==> config.mk <==
export PLATFORM = sky130hd
export DESIGN_NAME = ml_ahb_arb_wrr_port
export DESIGN_NICKNAME = d
export VERILOG_FILES = /design/src/rtl/ml_ahb_arb_wrr_port.sv
export SDC_FILE = /design/constraint.sdc
export NUM_CORES = 1
export LEC_CHECK = 0
export CORE_ASPECT_RATIO = 1.4
export CORE_UTILIZATION = 50
export CTS_BUF_LIST = sky130_fd_sc_hd__clkbuf_4 sky130_fd_sc_hd__clkbuf_8 sky130_fd_sc_hd__clkbuf_16
export CTS_CLUSTER_DIAMETER = 60
export DETAILED_ROUTE_END_ITERATION = 10
export GPL_TIMING_DRIVEN = 1
export PLACE_DENSITY = 0.76
export SETUP_SLACK_MARGIN = 0.1
export SLEW_MARGIN = 20
export SYNTH_ARGS = -nofsm -noshare
export SYNTH_HDL_FRONTEND = slang
export SYNTH_SLANG_ARGS = --single-unit
==> constraint.sdc <==
create_clock -name hclk -period 6.1 [get_ports hclk]
set_clock_uncertainty 0.2 [all_clocks]
set_input_delay 1.83 -clock hclk [delete_from_list [all_inputs] [get_ports hclk]]
set_output_delay 1.83 -clock hclk [all_outputs]
set_load 0.05 [all_outputs]
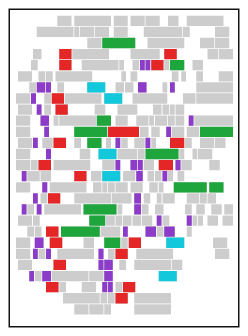
*Logic cells by family*
[AND-OR and OR-AND gates] red | cells: 21 | most used: a22o_1
[adder and majority cells] cyan | cells: 6 | most used: ha_1
[NAND gates] purple | cells: 45 | most used: nand2_1
[multiplexers] green | cells: 13 | most used: mux4_2
Commonest Layout Cell: clkdlybuf4s50_1
Comb/total area: 53.81%
Finished Layout Cells: 307

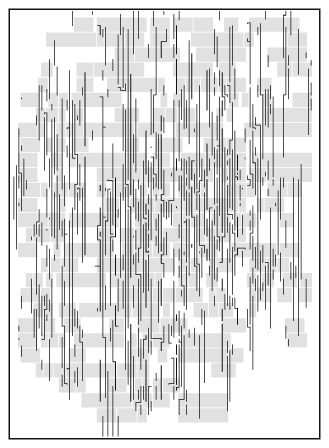
*M2 wires*
nets with wire on the layer: 254
wire length on this layer: 2,690 um
longest straight run: 43.5 um
main direction: vertical
share of all routed wire: 51%
met2 usage: 44.34%
DR vias: 1,992

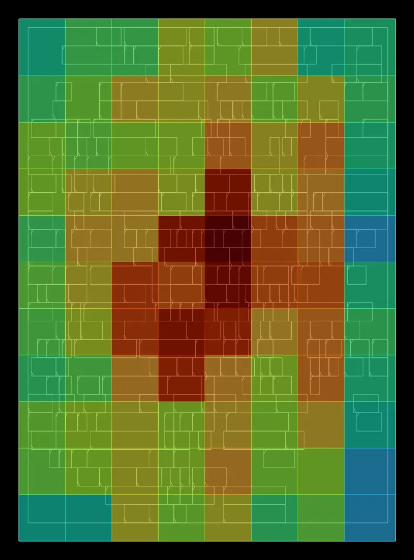
*Routing congestion*
met3 track demand over resource: 2.500%
total track usage: 24.94%

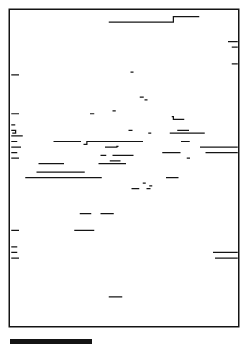
*M3 wires*
Scale bar: 20 um.
nets with wire on the layer: 40
main direction: horizontal
longest straight run: 18.4 um
wire length on this layer: 193 um
DRT Wirelength: 5262 um

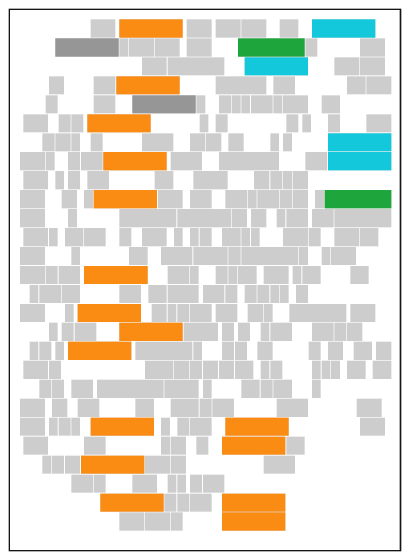
*Where the registers sit*
Other sequential cells in the stronger gray, the rest of the logic in the fainter gray.
[grant_idx] green | flops: 2
[credit_q] orange | flops: 16
[mx_arb_grant] cyan | flops: 4 | where: upper right
not colored: 2
Seq/total area: 24.52%
Final Util: 62.77%

==> flow_metrics.env <==
# flow metrics
export IMPL_ant_nets=0
export IMPL_synthDistinctLibCells=46
export IMPL_dp_slack_ns=0.2456
export IMPL_status="finished, final reports clean"
export IMPL_cap_violations=0
export IMPL_cp_max_fo=6
export IMPL_die_w_um=55.90
export IMPL_post_drt_via_cell_ratio=6.489
export IMPL_clockBufferDepth=2
export IMPL_hold_class="flip-flop to flip-flop"
export IMPL_wl_per_cell_um=17.14
export IMPL_root_buffer="clkbuf_8"
export IMPL_grt_pass1_wl_um=8452
export IMPL_setup_viol=0
export IMPL_start_kind="input pin"
export IMPL_postCtsHoldBufs=0
export IMPL_num_rows=27
export IMPL_edf_count=0
export IMPL_antenna_found_initial=0
export IMPL_yosysTopAreaCell="dfrtp_1"
export IMPL_most_common_cell="nand2_1"
export IMPL_cts_tree="done"
export IMPL_p_switching_uw=781.1
export IMPL_cts_buffers=3
export IMPL_clock_latency_ns=0.27
export IMPL_tightest_slew_ns=0.8967
export IMPL_post_cts_resize_count=0
export IMPL_initCoreUtil_pct=51.88
export IMPL_r2r_cells=12
export IMPL_setup_slack_ns=0.4373
export IMPL_ys_warn_count=0
export IMPL_coreArea_sq_um=3919
export IMPL_switching_share_pct=50.34
export IMPL_combPwrFrac_pct=71.1
export IMPL_rsz0062_at_grt="false"
export IMPL_p_per_area_nw_per_um2=630.8
export IMPL_place_inst=303
export IMPL_power_frac_seq_pct=21.7
export IMPL_netlist_area_sq_um=2033
export IMPL_critical_path_required_ns=6.10
export IMPL_fin_nets=298
export IMPL_arrival_ns=5.67
export IMPL_path_clk_slew_ns=0.09
export IMPL_die_y_um=77.45
==> critical path, cell delays in order <==
cell and delay [ns]:
clkdlybuf4s50_1 0.44, mux4_2 0.52, nand2_1 0.12, a311oi_1 0.06, ha_1 0.24, and4_1 0.20
or3_1 0.43, and2_1 0.29, o311a_4 0.43, nor2b_1 0.31, o211ai_1 0.17, a32oi_1 0.41
a21boi_1 0.22
==> kinds of logic after synthesis <==
group,count (synthesis),share of synthesized area [%]
buf+inv,18,5.231
fa+ha+maj,6,3.692
compound gates,81,27.51
simple gates,86,21.60
flops,24,29.66
mux,13,11.02
xor+xnor,3,1.293
==> routing by layer <==
metal	up-vias	routed length, um	track usage, %
li1	947	-	-
met1	957	2171	29.66
met2	68	2689	44.34
met3	20	192	2.500
met4	0	207	12.44
met5	-	0	0
==> cell usage in the layout (no fill, tap or decap), drive strengths merged, types with 3 or more instances in the layout <==
cell type,instances
a32oi,3
mux2i,4
o21ai,31
buf,6
clkdlybuf4s50,34
a22o,16
nand2,32
inv,7
nand2b,7
nor3,6
a211oi,3
or4,5
dfrtp,22
or2,3
o32ai,4
o31ai,3
ha,6
clkbuf,4
and2,4
nor2,14
nand3,4
a21oi,9
mux4,7
==> area by class of cell <==
class | instances | area [sq um]
Inverter | 7 | 26.28
Fill cell | 336 | 1459
Clock buffer | 4 | 55.05
Tap cell | 43 | 53.80
Timing Repair Buffer | 40 | 397.9
Multi-Input combinational cell | 189 | 1324
Sequential cell | 24 | 603.1
==> stage by stage <==
| step | utilization [%] | area (sq um) | total power (uW) |
|---|---|---|---|
| 2_1_floorplan | - | 2033 | 1193 |
| 3_3_place_gp | 61.37 | 2405 | 1410 |
| 3_5_place_dp | 61.37 | 2405 | 1425 |
| 4_1_cts | 62.77 | 2460 | 1542 |
| 5_1_grt | 62.77 | 2460 | 1663 |
| 6_report | 62.77 | 2460 | 1552 |
==> power groups by stage <==
stage / Sequential [uW] / Combinational, uW / Clock (uW)
after floorplan: 341 / 852 / 0
after global placement: 336 / 1070 / 0
after detailed placement: 339 / 1090 / 0
after CTS: 337 / 1090 / 112
after global routing: 349 / 1200 / 116
final: 336 / 1100 / 111
Power is estimated from default activity; no workload was simulated.
